--- src/rtl/srff_cnt_bank.sv ---
// srff_cnt_bank
//   Bank of NCH independent set/clear channels. Each channel is either a
//   set-dominant flag (MODE 0) or a saturating up/down counter that tracks
//   outstanding events (MODE 1).
//
// Parameters
//   NCH    number of channels, 1..32
//   CNT_W  per-channel counter width; counters saturate at 2^CNT_W-1
//   MODE   0 = flag mode, 1 = counting mode
//
// Ports
//   clk       clock; all state updates on the rising edge
//   rst       synchronous active-high reset
//   set       per-channel set / increment request
//   clr       per-channel clear / decrement request
//   err_clr   clears all sticky error flags
//   q         per-channel state (flag set, or count nonzero)
//   cnt       packed per-channel counts, channel i at [i*CNT_W +: CNT_W]
//   any_q     OR of all q bits
//   first_ch  lowest-numbered channel with q=1, 0 when none
//   ovf_err   sticky per-channel overflow flags (MODE 1 only)
//   unf_err   sticky per-channel underflow flags (MODE 1 only)
//
// Every output is a register or a function of registers only; set/clr
// never reach an output without passing through a flop.

module srff_cnt_bank #(
  parameter int NCH   = 4,
  parameter int CNT_W = 3,
  parameter int MODE  = 1
) (
  input  logic                 clk,
  input  logic                 rst,
  input  logic [NCH-1:0]       set,
  input  logic [NCH-1:0]       clr,
  input  logic                 err_clr,
  output logic [NCH-1:0]       q,
  output logic [NCH*CNT_W-1:0] cnt,
  output logic                 any_q,
  output logic [4:0]           first_ch,
  output logic [NCH-1:0]       ovf_err,
  output logic [NCH-1:0]       unf_err
);

  localparam logic [CNT_W-1:0] CMAX = '1;

  generate
    if (MODE == 0) begin : g_flag
      logic [NCH-1:0] flag_q;
      // Error flags have no meaning in flag mode; err_clr is tied off here.
      logic           unused_err_clr;

      assign unused_err_clr = err_clr;

      // Set dominates: a simultaneous clear is ignored.
      always_ff @(posedge clk) begin
        if (rst) begin
          flag_q <= '0;
        end else begin
          flag_q <= set | (flag_q & ~clr);
        end
      end

      assign q       = flag_q;
      assign cnt     = '0;
      assign ovf_err = '0;
      assign unf_err = '0;
    end else begin : g_count
      logic [NCH-1:0] inc;
      logic [NCH-1:0] dec;
      logic [NCH-1:0] ovf_evt;
      logic [NCH-1:0] unf_evt;
      logic [NCH-1:0] ovf_q;
      logic [NCH-1:0] unf_q;

      // Simultaneous set and clr cancel, so only the exclusive cases move
      // the counter.
      assign inc = set & ~clr;
      assign dec = clr & ~set;

      for (genvar i = 0; i < NCH; i++) begin : g_ch
        logic [CNT_W-1:0] count_q;
        logic             at_max;
        logic             at_zero;

        assign at_max  = (count_q == CMAX);
        assign at_zero = (count_q == '0);

        assign ovf_evt[i] = inc[i] & at_max;
        assign unf_evt[i] = dec[i] & at_zero;

        always_ff @(posedge clk) begin
          if (rst) begin
            count_q <= '0;
          end else if (inc[i] && !at_max) begin
            count_q <= count_q + 1'b1;
          end else if (dec[i] && !at_zero) begin
            count_q <= count_q - 1'b1;
          end
        end

        assign q[i]                     = ~at_zero;
        assign cnt[i*CNT_W +: CNT_W]    = count_q;
      end

      // A fresh boundary event in the same cycle as err_clr survives the
      // clear, so no event is ever silently lost.
      always_ff @(posedge clk) begin
        if (rst) begin
          ovf_q <= '0;
          unf_q <= '0;
        end else if (err_clr) begin
          ovf_q <= ovf_evt;
          unf_q <= unf_evt;
        end else begin
          ovf_q <= ovf_q | ovf_evt;
          unf_q <= unf_q | unf_evt;
        end
      end

      assign ovf_err = ovf_q;
      assign unf_err = unf_q;
    end
  endgenerate

  assign any_q = |q;

  // Priority encode from the top down so the lowest set channel wins.
  always_comb begin
    first_ch = '0;
    for (int i = NCH - 1; i >= 0; i--) begin
      if (q[i]) begin
        first_ch = 5'(i);
      end
    end
  end

endmodule
--- config.mk ---
export PLATFORM = sky130hd
export DESIGN_NAME = srff_cnt_bank
export DESIGN_NICKNAME = d
export VERILOG_FILES = /design/src/rtl/srff_cnt_bank.sv
export SDC_FILE = /design/constraint.sdc
export NUM_CORES = 1
export LEC_CHECK = 0
export CAP_MARGIN = 40
export CORE_MARGIN = 2
export CORE_UTILIZATION = 44
export CTS_BUF_LIST = sky130_fd_sc_hd__clkbuf_8
export DETAILED_ROUTE_END_ITERATION = 16
export HOLD_SLACK_MARGIN = 0.15
export PLACE_DENSITY = 0.78
export SKIP_LAST_GASP = 1
export SLEW_MARGIN = 10
export SYNTH_ARGS = -nofsm -noshare
export SYNTH_HDL_FRONTEND = slang
export SYNTH_SLANG_ARGS = --single-unit
--- constraint.sdc ---
create_clock -name clk -period 2.2 [get_ports clk]
set_clock_uncertainty 0.2 [all_clocks]
set_input_delay 0.66 -clock clk [delete_from_list [all_inputs] [get_ports clk]]
set_output_delay 0.66 -clock clk [all_outputs]
set_load 0.005 [all_outputs]
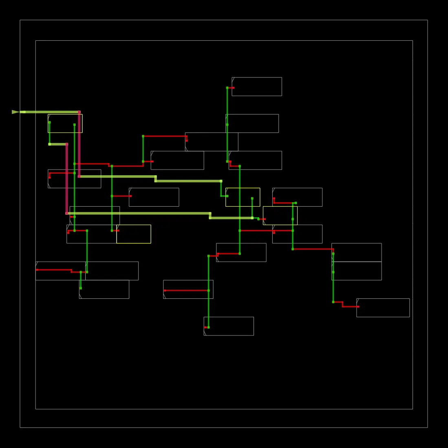
*Clock wiring as the flow saved it*
clk latency late pin: 260 ps
Sink Count: 20
total CTS buffers: 3

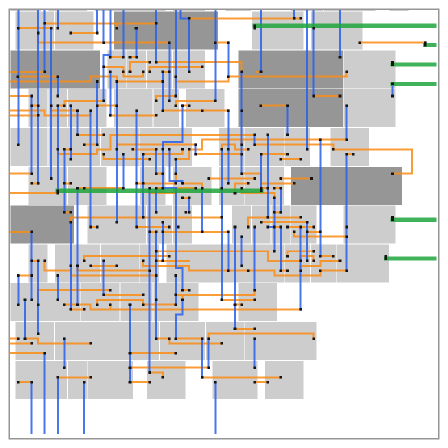
*Layout detail*
Region (30, 0) to (60, 30) um. Cells in gray, sequential cells in the stronger gray; small squares are vias.
Key: met2 = blue; met3 = green; met1 = orange
Most frequent: buf_4 (14), clkdlybuf4s50_1 (7), nor2_1 (6). 68 logic cells have their middle in the window. Sequential cells in the window: 6. Netlist names of flops here include g_count.g_ch.count_q (3), ovf_err (2).

-- metal layers --
metal / routed length, um / up-vias / part of all wire (%) / track usage [%]
li1: - / 782 / - / -
met1: 1700 / 736 / 44 / 28.4
met4: 45 / 0 / 1.2 / 7.30
met2: 1880 / 47 / 49 / 39.0
met5: 0 / - / 0 / 0
met3: 227 / 8 / 5.9 / 7.79
-- power by group --
group | switching [mW] | internal, mW | total, mW | leakage, nW
clock network | 0.124 | 0.160 | 0.283 | 0.0288
registers | 0.0227 | 0.392 | 0.415 | 0.166
logic | 0.276 | 0.340 | 0.616 | 0.754
total | 0.422 | 0.892 | 1.31 | 0.949
-- layout by cell type (no fill, tap or decap), types with 3 or more instances in the layout --
master and count:
nand3_1 8, buf_2 3, fa_2 4, dfxtp_1 13
clkdlybuf4s50_1 22, conb_1 3, a22oi_1 5, nand2_1 8
nor2b_4 4, inv_1 6, o21ai_0 12, a211oi_1 5
nor3_1 5, nand2b_1 6, nor2b_1 6, buf_6 5
a21oi_1 16, dlygate4sd2_1 10, buf_4 41, nor2_1 20
clkbuf_8 4, dfxtp_2 7
-- worst max-delay path, stage by stage, from the launching register on --
cell           delay, ps
dfxtp_2              320
or3_4                410
buf_4                150
dlygate4sd2_1        250
-- sequential cells by signal (all words and copies together), names as in the netlist --
signal	count
g_count.g_ch.count_q	12
ovf_err	4
unf_err	4
-- kinds of logic after synthesis --
| kind of cell | share of synthesized area, % |
|---|---|
| buffers and inverters | 8.11 |
| adders and majority gates | 5.77 |
| muxes | 0.721 |
| other | 0.270 |
| DFF | 28.9 |
| AOI/OAI and AO/OA | 25.9 |
| and+or+nand+nor | 30.4 |
-- Yosys cell counts --
| master | n |
|---|---|
| clkbuf_1 | 6 |
| dfxtp_1 | 20 |
| nand2_1 | 10 |
| and3_1 | 1 |
| buf_4 | 3 |
| or2b_1 | 2 |
| a21oi_1 | 17 |
| o21ai_0 | 12 |
| nor2b_1 | 8 |
| nand2b_1 | 6 |
| nor2b_4 | 2 |
| and3b_1 | 1 |
| a21o_1 | 1 |
| a211o_2 | 2 |
| a22oi_1 | 5 |
| a22o_1 | 1 |
| a211oi_1 | 6 |
| nor2_1 | 23 |
| conb_1 | 1 |
| a2111oi_2 | 2 |
| buf_6 | 2 |
| nand3_1 | 9 |
| o211ai_1 | 2 |
| buf_2 | 3 |
| o31ai_1 | 2 |
| mux2i_1 | 1 |
| or3_1 | 1 |
| a211o_1 | 2 |
| inv_1 | 8 |
| fa_1 | 4 |
| nor3b_1 | 2 |
| nor3_1 | 9 |
| and2b_2 | 2 |
| nand2b_2 | 2 |
| nand4_1 | 1 |
| a31o_1 | 2 |
-- final cells by class --
| type | instances | area [um^2] | share of cell area (%) |
|---|---|---|---|
| Inverter | 8 | 30.0 | 1.33 |
| Clock buffer | 4 | 55.1 | 2.44 |
| Tap cell | 44 | 55.1 | 2.44 |
| Timing Repair Buffer | 84 | 722 | 32.1 |
| Multi-Input combinational cell | 141 | 981 | 43.6 |
| Sequential cell | 20 | 409 | 18.2 |
==> CHANGELOG.md <==
### Changed

* Vias in the first global route at 1,460
* Worst reg2reg path depth at 8
* Setup WS pre-CTS at -481 ps
* WL/cell at 12.8 um
* Hold Path Class: flip-flop to flip-flop
* Startpoint type of the worst setup path: flip-flop
* Max Clock Freq at 443 MHz
* TritonRoute pass-1 iters at 5
* Slew Limit Fails at 0
* Final setup fails at 3
* Hold Crit Depth at 2
* Global route overflow at 0
* Failing checks: negative setup slack
* WHS at 278 ps
* Critical path arrival at 1400 ps
* Port Buffer Count at 37
* Status: finished with violations
* WP data required at 1340 ps
* Total power at 1.31 mW
* Post-DP Area at 2040 um^2
* IO Pins at 41
* Hold_sp: ovf_err[1]
* Final setup margin at -56.0 ps
* Area Overhead vs Synth at 62.3%
Power figures rest on the tool's default switching activity, not on a simulated workload.
